### src/rtl/spi_master_param_if.sv
// rtl/spi_master_param_if.sv - controller handshake and SPI pin bundle for spi_master_param
interface spi_master_param_if #(
   parameter int DATA_W = 8,
   parameter int NUM_CS = 2,
   parameter int CS_W   = 1
);
   logic [1:0]        i_mode;
   logic              i_lsb_first;
   logic [CS_W-1:0]   i_cs_sel;
   logic [DATA_W-1:0] i_tx_byte;
   logic              i_tx_valid;
   logic              o_tx_ready;
   logic [DATA_W-1:0] o_rx_byte;
   logic              o_rx_valid;
   logic              o_busy;
   logic              o_sclk;
   logic              o_mosi;
   logic              i_miso;
   logic [NUM_CS-1:0] o_cs_n;

   modport master (
      input  i_mode, i_lsb_first, i_cs_sel, i_tx_byte, i_tx_valid, i_miso,
      output o_tx_ready, o_rx_byte, o_rx_valid, o_busy, o_sclk, o_mosi, o_cs_n
   );

   modport slave (
      output i_mode, i_lsb_first, i_cs_sel, i_tx_byte, i_tx_valid, i_miso,
      input  o_tx_ready, o_rx_byte, o_rx_valid, o_busy, o_sclk, o_mosi, o_cs_n
   );
endinterface

### src/rtl/spi_master_param.sv
// rtl/spi_master_param.sv - parametrised SPI master, four modes, MSB/LSB order, multi-CS
// Optional back-to-back word bursting with CS held low: define SPI_MASTER_BURST_EN.
module spi_master_param #(
   parameter int DATA_W  = 8,
   parameter int CLK_DIV = 4,
   parameter int NUM_CS  = 2,
   parameter int CS_W    = 1
) (
   input  logic               i_clk,
   input  logic               i_rst,
   spi_master_param_if.master bus
);
   localparam int CNT_W  = (CLK_DIV > 1) ? $clog2(CLK_DIV) : 1;
   localparam int BIT_W  = $clog2(DATA_W);
   localparam int HALF_W = BIT_W + 1;
   localparam logic [CNT_W-1:0]  CNT_MAX  = CNT_W'(CLK_DIV - 1);
   localparam logic [HALF_W-1:0] HALF_MAX = HALF_W'(2 * DATA_W - 1);
   localparam logic [BIT_W-1:0]  BIT_MAX  = BIT_W'(DATA_W - 1);

   typedef enum logic [1:0] {IDLE, SETUP, SHIFT, HOLD} state_t;
   state_t state, state_d;

   logic [CNT_W-1:0]  cnt, cnt_d;
   logic [HALF_W-1:0] half, half_d;
   logic [BIT_W-1:0]  bit_i;
   logic [1:0]        mode_q;
   logic              lsb_q;
   logic [DATA_W-1:0] tx_q, rx_sh, rx_next;
   logic              sclk_q, mosi_q, rx_valid_q, busy_q, ready_q, ready_d, tx_ready;
   logic [NUM_CS-1:0] cs_n_q;
   logic [DATA_W-1:0] rx_byte_q;
   logic              accept, cnt_done, edge_now, lead, burst_go;

   function automatic logic [BIT_W-1:0] bit_idx(input logic [BIT_W-1:0] i, input logic lsb);
      return lsb ? i : BIT_MAX - i;
   endfunction

   function automatic logic [NUM_CS-1:0] cs_decode(input logic [CS_W-1:0] sel);
      logic [NUM_CS-1:0] v;
      v = '1;
      for (int k = 0; k < NUM_CS; k++)
         if (int'(sel) == k) v[k] = 1'b0;
      return v;
   endfunction

`ifdef SPI_MASTER_BURST_EN
   logic [CS_W-1:0] cs_q;
   // A burst may only continue to the slave already selected.
   assign tx_ready = ready_q && !((state == SHIFT) && (bus.i_cs_sel != cs_q));
`else
   assign tx_ready = ready_q;
`endif

   always_comb begin
      state_d  = state;
      cnt_d    = '0;
      half_d   = '0;
      burst_go = 1'b0;
      accept   = bus.i_tx_valid && tx_ready;
      cnt_done = (cnt == CNT_MAX);
      edge_now = (state == SHIFT) && cnt_done;
      lead     = !half[0];
      bit_i    = half[HALF_W-1:1];
      rx_next  = rx_sh;
      // CPHA=0 samples on leading edges, CPHA=1 on trailing edges.
      if (edge_now && (lead != mode_q[0]))
         rx_next[bit_idx(bit_i, lsb_q)] = bus.i_miso;
      case (state)
         IDLE: if (accept) state_d = SETUP;
         SETUP: begin
            cnt_d = cnt_done ? '0 : cnt + 1'b1;
            if (cnt_done) state_d = SHIFT;
         end
         SHIFT: begin
            cnt_d  = cnt_done ? '0 : cnt + 1'b1;
            half_d = cnt_done ? half + 1'b1 : half;
            if (cnt_done && (half == HALF_MAX)) begin
               half_d = '0;
`ifdef SPI_MASTER_BURST_EN
               burst_go = accept;
`endif
               state_d = burst_go ? SHIFT : HOLD;
            end
         end
         HOLD: begin
            cnt_d = cnt_done ? '0 : cnt + 1'b1;
            if (cnt_done) state_d = IDLE;
         end
         default: state_d = IDLE;
      endcase
      ready_d = (state_d == IDLE);
`ifdef SPI_MASTER_BURST_EN
      if ((state_d == SHIFT) && (cnt_d == CNT_MAX) && (half_d == HALF_MAX))
         ready_d = 1'b1;
`endif
   end

   always_ff @(posedge i_clk) begin
      if (i_rst) begin
         state      <= IDLE;
         cnt        <= '0;
         half       <= '0;
         mode_q     <= 2'b00;
         lsb_q      <= 1'b0;
         tx_q       <= '0;
         rx_sh      <= '0;
         sclk_q     <= 1'b0;
         mosi_q     <= 1'b0;
         cs_n_q     <= '1;
         rx_byte_q  <= '0;
         rx_valid_q <= 1'b0;
         busy_q     <= 1'b0;
         ready_q    <= 1'b0;
`ifdef SPI_MASTER_BURST_EN
         cs_q       <= '0;
`endif
      end else begin
         state      <= state_d;
         cnt        <= cnt_d;
         half       <= half_d;
         busy_q     <= (state_d != IDLE);
         ready_q    <= ready_d;
         rx_valid_q <= 1'b0;
         rx_sh      <= rx_next;
         if ((state == IDLE) && accept) begin
            mode_q <= bus.i_mode;
            lsb_q  <= bus.i_lsb_first;
            tx_q   <= bus.i_tx_byte;
            cs_n_q <= cs_decode(bus.i_cs_sel);
            sclk_q <= bus.i_mode[1];
            if (!bus.i_mode[0])
               mosi_q <= bus.i_tx_byte[bit_idx('0, bus.i_lsb_first)];
`ifdef SPI_MASTER_BURST_EN
            cs_q <= bus.i_cs_sel;
`endif
         end
         if (edge_now) begin
            sclk_q <= !sclk_q;
            if (lead == mode_q[0]) begin
               if (mode_q[0])
                  mosi_q <= tx_q[bit_idx(bit_i, lsb_q)];
               else if (bit_i != BIT_MAX)
                  mosi_q <= tx_q[bit_idx(bit_i + 1'b1, lsb_q)];
            end
         end
         if (burst_go) begin
            tx_q       <= bus.i_tx_byte;
            rx_byte_q  <= rx_next;
            rx_valid_q <= 1'b1;
            if (!mode_q[0])
               mosi_q <= bus.i_tx_byte[bit_idx('0, lsb_q)];
         end
         if ((state == HOLD) && cnt_done) begin
            cs_n_q     <= '1;
            rx_byte_q  <= rx_sh;
            rx_valid_q <= 1'b1;
         end
      end
   end

   assign bus.o_tx_ready = tx_ready;
   assign bus.o_rx_byte  = rx_byte_q;
   assign bus.o_rx_valid = rx_valid_q;
   assign bus.o_busy     = busy_q;
   assign bus.o_sclk     = sclk_q;
   assign bus.o_mosi     = mosi_q;
   assign bus.o_cs_n     = cs_n_q;
endmodule

### src/flat_wrapper.sv
// flat-port wrapper written by rule: the top's interface ports become plain ports
module spi_master_param_flat 
#(
   parameter int DATA_W  = 8,
   parameter int CLK_DIV = 4,
   parameter int NUM_CS  = 2,
   parameter int CS_W    = 1
)
  (i_clk, i_rst, bus_i_mode, bus_i_lsb_first, bus_i_cs_sel, bus_i_tx_byte, bus_i_tx_valid, bus_i_miso, bus_o_tx_ready, bus_o_rx_byte, bus_o_rx_valid, bus_o_busy, bus_o_sclk, bus_o_mosi, bus_o_cs_n);
  spi_master_param_if #(.DATA_W(DATA_W), .NUM_CS(NUM_CS), .CS_W(CS_W)) bus_i ();
  input  logic i_clk;
  input  logic i_rst;
  input wire logic [$bits(bus_i.i_mode)-1:0] bus_i_mode;
  input wire logic [$bits(bus_i.i_lsb_first)-1:0] bus_i_lsb_first;
  input wire logic [$bits(bus_i.i_cs_sel)-1:0] bus_i_cs_sel;
  input wire logic [$bits(bus_i.i_tx_byte)-1:0] bus_i_tx_byte;
  input wire logic [$bits(bus_i.i_tx_valid)-1:0] bus_i_tx_valid;
  input wire logic [$bits(bus_i.i_miso)-1:0] bus_i_miso;
  output wire logic [$bits(bus_i.o_tx_ready)-1:0] bus_o_tx_ready;
  output wire logic [$bits(bus_i.o_rx_byte)-1:0] bus_o_rx_byte;
  output wire logic [$bits(bus_i.o_rx_valid)-1:0] bus_o_rx_valid;
  output wire logic [$bits(bus_i.o_busy)-1:0] bus_o_busy;
  output wire logic [$bits(bus_i.o_sclk)-1:0] bus_o_sclk;
  output wire logic [$bits(bus_i.o_mosi)-1:0] bus_o_mosi;
  output wire logic [$bits(bus_i.o_cs_n)-1:0] bus_o_cs_n;
  assign bus_i.i_mode = bus_i_mode;
  assign bus_i.i_lsb_first = bus_i_lsb_first;
  assign bus_i.i_cs_sel = bus_i_cs_sel;
  assign bus_i.i_tx_byte = bus_i_tx_byte;
  assign bus_i.i_tx_valid = bus_i_tx_valid;
  assign bus_i.i_miso = bus_i_miso;
  assign bus_o_tx_ready = bus_i.o_tx_ready;
  assign bus_o_rx_byte = bus_i.o_rx_byte;
  assign bus_o_rx_valid = bus_i.o_rx_valid;
  assign bus_o_busy = bus_i.o_busy;
  assign bus_o_sclk = bus_i.o_sclk;
  assign bus_o_mosi = bus_i.o_mosi;
  assign bus_o_cs_n = bus_i.o_cs_n;
  spi_master_param #(.DATA_W(DATA_W), .CLK_DIV(CLK_DIV), .NUM_CS(NUM_CS), .CS_W(CS_W)) u_core (.i_clk(i_clk), .i_rst(i_rst), .bus(bus_i));
endmodule
### config.mk
export PLATFORM = sky130hd
export DESIGN_NAME = spi_master_param_flat
export DESIGN_NICKNAME = d
export VERILOG_FILES = /design/src/rtl/spi_master_param_if.sv /design/src/rtl/spi_master_param.sv /design/src/flat_wrapper.sv
export SDC_FILE = /design/constraint.sdc
export NUM_CORES = 1
export LEC_CHECK = 0
export ABC_AREA = 1
export CAP_MARGIN = 5
export CORE_MARGIN = 2
export CORE_UTILIZATION = 42
export DETAILED_ROUTE_END_ITERATION = 8
export PLACE_DENSITY = 0.76
export SYNTH_ARGS = -nofsm -noshare
export SYNTH_HDL_FRONTEND = slang
export SYNTH_SLANG_ARGS = --single-unit
### constraint.sdc
create_clock -name i_clk -period 4.4 [get_ports i_clk]
set_input_delay 0.66 -clock i_clk [delete_from_list [all_inputs] [get_ports i_clk]]
set_output_delay 0.66 -clock i_clk [all_outputs]
set_load 0.1 [all_outputs]
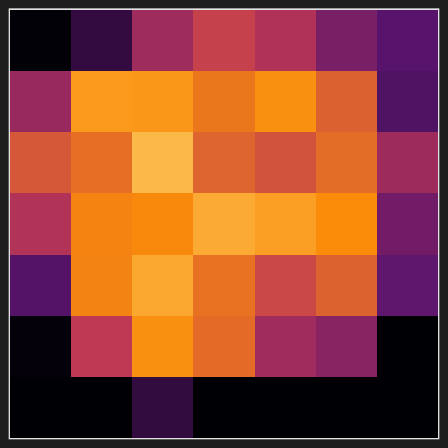
run_1/cell_density.png
The die is cut into 7 by 7 equal tiles; black is low, pale yellow is high, 0 to 100% covered.
tiles over 75% full: 16%
mean over tiles: 45%
densest ninth of the die: middle
emptiest ninth of the die: bottom right
Core ar.: 4324 um^2
FP Util: 43.06%
final core occ: 53.50%

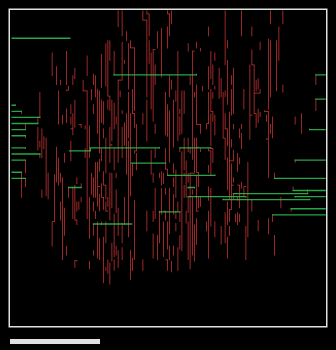
run_1/wires.png
Scale bar: 20 um. Two of the layers only.
[metal 2] red | wire length: 1,720 um
[metal 3] green | wire length: 240 um
DRT Wirelength: 3924 um
gr usage total: 16.36%
DR WL/cell: 12.15 um
via count: 1,635

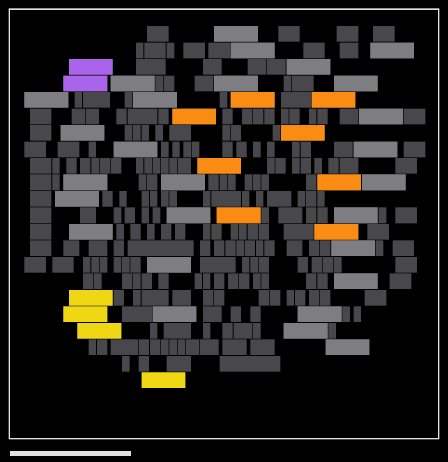
run_1/flops_by_reg.png
Scale bar: 20 um. Other sequential cells in the stronger gray, the rest of the logic in the fainter gray.
[`u_core.half`] yellow | sequential cells: 4 | where: bottom left
[`u_core.rx_sh`] orange | sequential cells: 8
[`u_core.cnt`] purple | sequential cells: 2
not colored: 27

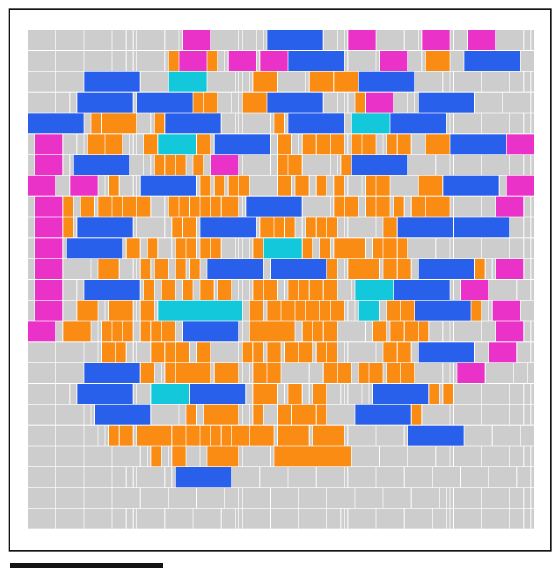
run_1/placement_by_type.png
Scale bar: 20 um. Fill, decap, tap and diode cells in gray.
[combinational and other logic] orange | cells: 192 | share of their area: 45%
[flops] blue | cells: 41 | share of their area: 37%
[clock drivers and dummy loads] cyan | cells: 8 | share of their area: 5.3%
[other buffers and delay cells] magenta | cells: 30 | share of their area: 13%
# rows: 24
Seq/total area: 35.48%
post-route design area: 2313 um^2

==> impl_metrics.csv, run 1 <==
group,metric,value,unit
run_status,status,"complete, no violations",
setup_path,rr_startpoint,"u_core.state[0]$_SDFF_PP0_",
route,route.detailed.drc,0,
cells_and_area,n_antenna_cell,0,
clocking,cts_tree,"done",
route,met2RoutedLength,1723,um
cells_and_area,clock_buffers,6,
setup_path,ff2ff_setup_slack,2.44,ns
sta,tns,0,ns
synth,syn_inst,239,
sta,relSlewSlack,34.48,%
sta,fin_skew,0.007140,ns
power_and_ir_drop,powerClk,0.319,mW
placement,hpwl,2837,um
cells_and_area,buffers,30,
route,route.antenna.remaining_nets,0,
grt,grt_busiest_layer,"met2",
cells_and_area,nets,290,
flow_run,max_cap_viol_count,0,
setup_path,end_kind,"output port",
setup_path,crit_arrival,1.79,ns
cells_and_area,sh_comb_area,39.48,%
power_and_ir_drop,seq_cell_power,0.392,mW
synth,top_cell_area_share,44.09,%
power_and_ir_drop,switching_share,26.96,%
cells_and_area,instances_no_fill,323,
route,dr_wl_met3,239,um
floorplan,die-area,4982,um^2
power_and_ir_drop,internal_power,0.6088,mW
grt,grt_pass1_vias,1490,
setup_path,crit_slowest_cell,"clkdlybuf4s50_1",
power_and_ir_drop,clkPwrFrac,38.2,%
clocking,cts_root_buffer,"clkbuf_8",
synth,ys_cells,239,
clocking,cts_buffers,5,
setup_path,critPathLaunch,"u_core.bus.o_tx_ready$_SDFF_PP0_",
clocking,clock_sinks,41,
grt,grtUsageMet2,25.37,%
synth,edf_count,0,
power_and_ir_drop,p_leak,0.9305,nW
sta,hold_viol,0,
synth,ff_type,"dfxtp_1",
cells_and_area,syn2layout_area_growth,24.26,%
synth,ys_area,1862,um^2
setup_path,worstRegToRegCells,6,
power_and_ir_drop,seq_power_share,47.0,%
placement,place_ws,1.880,ns
setup_path,slowest_delay,1.14,ns
route,viasPerCell,5.062,
placement,dpl.cell_count,315,
cells_and_area,logic_gates,167,
cells_and_area,n_all_inverters,25,
synth,ys_seq_share,44.09,%
cells_and_area,clock_area_share,5.192,%
flow_run,openroad.warnings,26,
power_and_ir_drop,pwr-share-comb,14.7,%
route,drt-met1-wl,1899,um
sta,fmax,408.1,MHz
synth,muxShareOfSynthArea,0.5376,%
route,drt_iter0_markers,116,
cells_and_area,layout_top_cells,"nand2_1, dfxtp_1, clkdlybuf4s50_1",
run_1/congestion.png
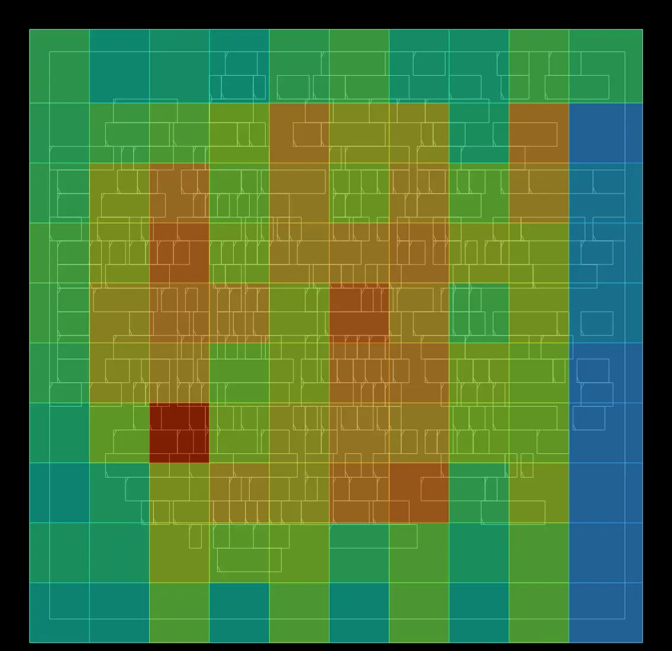

==> inputs of run 2 (changes only) <==
--- a/config.mk
+++ b/config.mk
@@ -10,7 +10,7 @@
 export CORE_MARGIN = 2
 export CORE_UTILIZATION = 42
 export DETAILED_ROUTE_END_ITERATION = 8
-export PLACE_DENSITY = 0.76
+export PLACE_DENSITY = 0.79
 export SYNTH_ARGS = -nofsm -noshare
 export SYNTH_HDL_FRONTEND = slang
 export SYNTH_SLANG_ARGS = --single-unit
==> constraint.sdc (replaced) <==
create_clock -name i_clk -period 2.1 [get_ports i_clk]
set_input_delay 0.315 -clock i_clk [delete_from_list [all_inputs] [get_ports i_clk]]
set_output_delay 0.315 -clock i_clk [all_outputs]
set_load 0.1 [all_outputs]
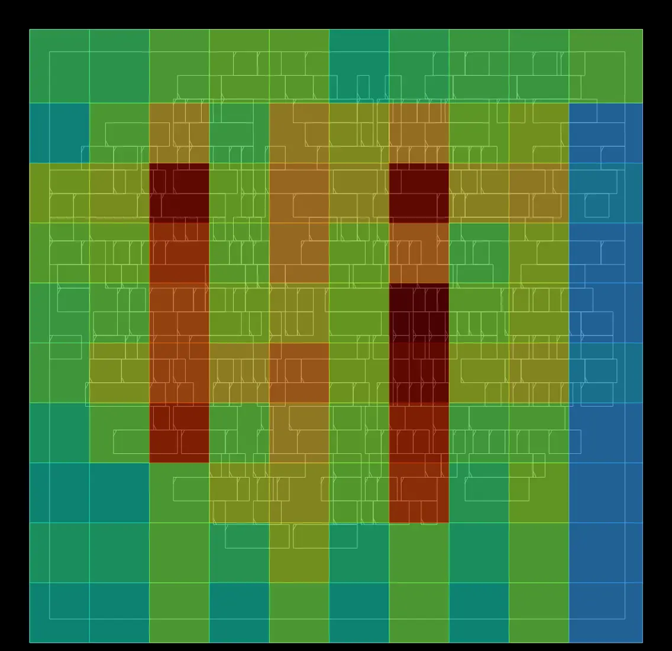
run_2/congestion.png
final core occ: 53.30%
gr usage total: 16.84%
DR WL/cell: 11.78 um
met1 Use GR: 22.14%

==> impl_metrics.csv, run 2 <==
group,metric,value,unit
synth,ys_seq_share,44.09,%
sta,tns,0,ns
sta,rsz0062_at_grt,"false",
cells_and_area,n_antenna_cell,0,
run_status,status,"complete, no violations",
route,dr_wl_met3,251,um
setup_path,worstRegToRegCells,9,
sta,relSlewSlack,67.79,%
sta,hold_viol,0,
synth,edf_count,0,
power_and_ir_drop,seq_cell_power,0.821,mW
setup_path,ff2ff_setup_slack,0.41,ns
sta,fin_skew,0.008289,ns
placement,dpl.cell_count,321,
route,viasPerCell,5.034,
setup_path,rr_startpoint,"u_core.half[2]$_SDFFE_PP0P_",
route,met2RoutedLength,1686,um
route,vias,1651,
route,drt_iter0_markers,105,
cells_and_area,instances_no_fill,328,
sta,holdWs,0.4327,ns
power_and_ir_drop,pwr-share-comb,15.5,%
grt,grt_busiest_layer,"met2",
floorplan,core_region_area,4324,um^2
flow_run,max_cap_viol_count,0,
power_and_ir_drop,clkPwrFrac,36.2,%
route,route.detailed.drc,0,
power_and_ir_drop,powerClk,0.616,mW
setup_path,end_kind,"flop",
grt,grt_pass1_vias,1545,
floorplan,die-area,4982,um^2
route,route.antenna.remaining_nets,0,
synth,top_cell_area_share,44.09,%
synth,ys_area,1862,um^2
power_and_ir_drop,power_leader,"registers",
cells_and_area,sh_comb_area,39.63,%
grt,grtUsageMet2,25.68,%
synth,muxShareOfSynthArea,0.5376,%
clocking,cts_tree,"done",
placement,place_ws,0.4351,ns
cells_and_area,logic_gates,167,
synth,ff_type,"dfxtp_1",
clocking,cts_buffers,5,
placement,hpwl,2852,um
cells_and_area,final_area,2305,um^2
power_and_ir_drop,p_leak,0.9822,nW
cells_and_area,layout_top_cells,"nand2_1, dfxtp_1, nand3_1",
synth,ys_cells,239,
cells_and_area,syn2layout_area_growth,23.79,%
setup_path,critPathLaunch,"u_core.half[2]$_SDFFE_PP0P_",
cells_and_area,n_all_inverters,25,
synth,synth.avg_cell_area,7.790,um^2
floorplan,io_pins,31,
cells_and_area,clock_area_share,4.506,%
cells_and_area,buffers,36,
setup_path,crit_slowest_cell,"dfxtp_1",
power_and_ir_drop,seq_power_share,48.3,%
cells_and_area,clock_buffers,5,
floorplan,rows,24,
setup_path,crit_arrival,1.93,ns
power_and_ir_drop,internal_power,1.239,mW
floorplan,fp-utilization,43.06,%
setup_path,slowest_delay,0.50,ns
clocking,cts_root_buffer,"clkbuf_8",
route,wirelength,3865,um
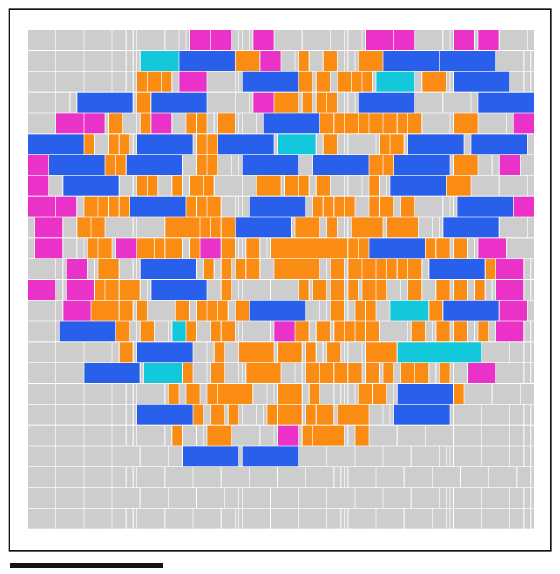
run_2/placement_by_type.png
Scale bar: 20 um. Fill, decap, tap and diode cells in gray.
[clock drivers and dummy loads] cyan | cells: 7 | share of their area: 4.6%
[other buffers and delay cells] magenta | cells: 36 | share of their area: 14%
[flops] blue | cells: 41 | share of their area: 37%
[combinational and other logic] orange | cells: 192 | share of their area: 45%

run_2/flops_by_reg.png
Scale bar: 20 um. Other sequential cells in the stronger gray, the rest of the logic in the fainter gray.
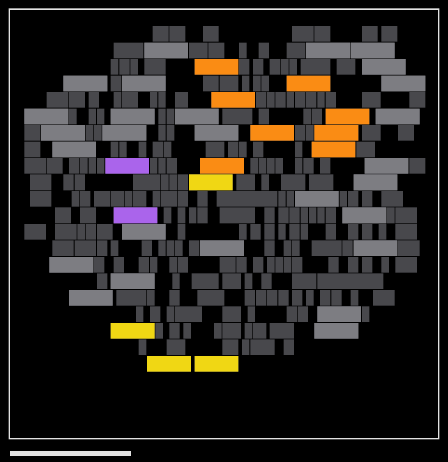

==> inputs of run 3 (changes only) <==
==> constraint.sdc (replaced) <==
create_clock -name i_clk -period 1.5 [get_ports i_clk]
set_input_delay 0.225 -clock i_clk [delete_from_list [all_inputs] [get_ports i_clk]]
set_output_delay 0.225 -clock i_clk [all_outputs]
set_load 0.1 [all_outputs]
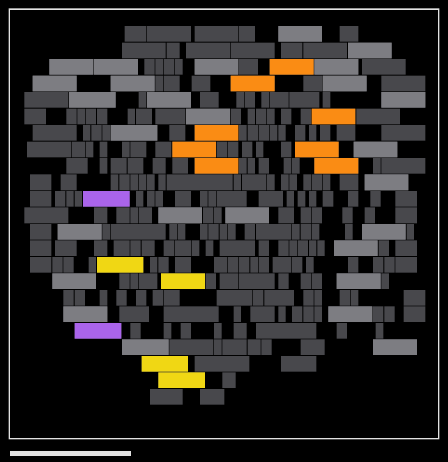
run_3/flops_by_reg.png
Scale bar: 20 um. Other sequential cells in the stronger gray, the rest of the logic in the fainter gray.
[`u_core.cnt`] purple | sequential cells: 2
[`u_core.half`] yellow | sequential cells: 4
[`u_core.rx_sh`] orange | sequential cells: 8
not colored: 27

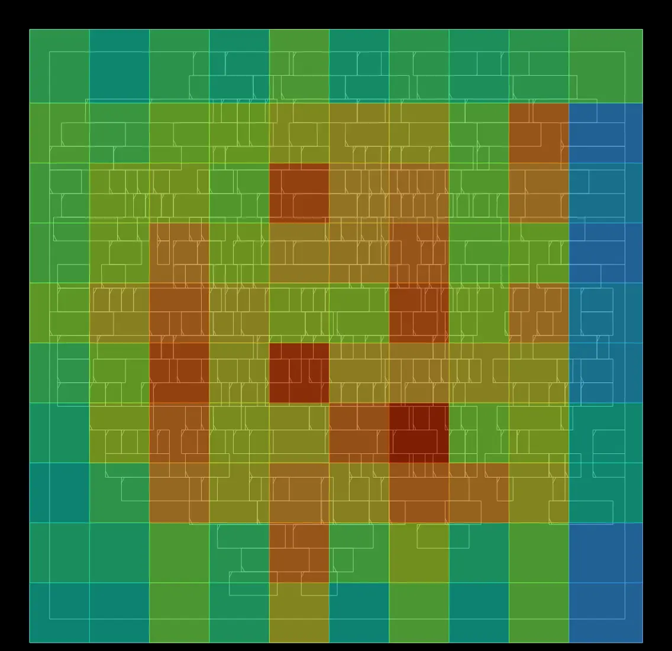
run_3/congestion.png
gr usage total: 18.60%
final core occ: 62.27%
met2 Use GR: 29.25%
DR WL/cell: 12.97 um
met1 Use GR: 24.82%

==> impl_metrics.csv, run 3 <==
group,metric,value,unit
grt,grt_busiest_layer,"met2",
sta,fin_skew,0.007901,ns
floorplan,fp-utilization,43.06,%
setup_path,crit_buf_inv,1,
setup_path,crit_path_max_fanout,2,
power_and_ir_drop,seq_cell_power,1.15,mW
placement,hpwl,3056,um
power_and_ir_drop,clkPwrFrac,35.9,%
flow_run,max_cap_viol_count,0,
synth,ff_type,"dfxtp_1",
setup_path,worstRegToRegCells,9,
floorplan,die-area,4982,um^2
cells_and_area,layout_top_cells,"nand2_1, dfxtp_1, nand3_1",
placement,place_ws,-0.01828,ns
route,route.antenna.remaining_nets,0,
setup_path,crit_slowest_cell,"dfxtp_2",
placement,gp_congestion,0.9114,
cells_and_area,sh_comb_area,37.41,%
power_and_ir_drop,powerClk,0.892,mW
setup_path,slowest_delay,0.35,ns
clocking,clk_pin_slew_worst_paths,0.08,ns
route,route.detailed.drc,0,
synth,top_cell_area_share,44.09,%
cells_and_area,final_area,2693,um^2
cells_and_area,syn2layout_area_growth,44.62,%
synth,edf_count,0,
sta,period_used_share,93.05,%
sta,relSlewSlack,81.14,%
synth,muxShareOfSynthArea,0.5376,%
setup_path,path_depth,9,
route,vias,1713,
route,dr_wl_met3,225,um
cells_and_area,n_all_inverters,26,
setup_path,ff2ff_setup_slack,0.10,ns
floorplan,core_region_area,4324,um^2
cells_and_area,instances_no_fill,338,
cells_and_area,clock_area_share,4.182,%
power_and_ir_drop,pwr-share-comb,17.7,%
synth,syn-cell-area,1862,um^2
synth,topCombFamilyByArea,"simple AND/OR/NAND/NOR gates",
sta,hold_viol,0,
power_and_ir_drop,p_leak,1.074,nW
synth,synthAoiAreaFrac,15.59,%
placement,port_buffers,30,
floorplan,rows,24,
setup_path,critPathLaunch,"u_core.half[1]$_SDFFE_PP0P_",
route,drt_iter0_markers,118,
sta,fin_ws,0.1043,ns
synth,ys_cells,239,
clocking,cts_buffers,5,
setup_path,rr_startpoint,"u_core.half[1]$_SDFFE_PP0P_",
synth,synth.avg_cell_area,7.790,um^2
clocking,cts_root_buffer,"clkbuf_8",
sta,tns,0,ns
cells_and_area,logic_gates,167,
power_and_ir_drop,irDropWorstVdd,0.0005602,V
cells_and_area,clock_buffers,5,
synth,ys_seq_share,44.09,%
route,viasPerCell,5.068,
cells_and_area,n_antenna_cell,0,
route,met2RoutedLength,2076,um
power_and_ir_drop,power_density,922.6,nW/um^2
synth,ys_area,1862,um^2
floorplan,io_pins,31,
cells_and_area,buffers,44,
cells_and_area,drive_gt1_share,26.57,%
placement,dpl.cell_count,327,
sta,holdWs,0.4591,ns
grt,grt_pass1_vias,1690,
sta,worst_slew_pin_slew,0.2821,ns
power_and_ir_drop,switchingPower,0.6852,mW
route,wirelength,4385,um
clocking,cts_tree,"done",
setup_path,crit_arrival,1.62,ns
run_status,status,"complete, no violations",
power_and_ir_drop,seq_power_share,46.4,%
hold_path,min_delay_path_depth,1,
synth,syn_inst,239,
power_and_ir_drop,internal_power,1.799,mW
power_and_ir_drop,power_leader,"registers",
Power figures rest on the tool's default switching activity, not on a simulated workload.
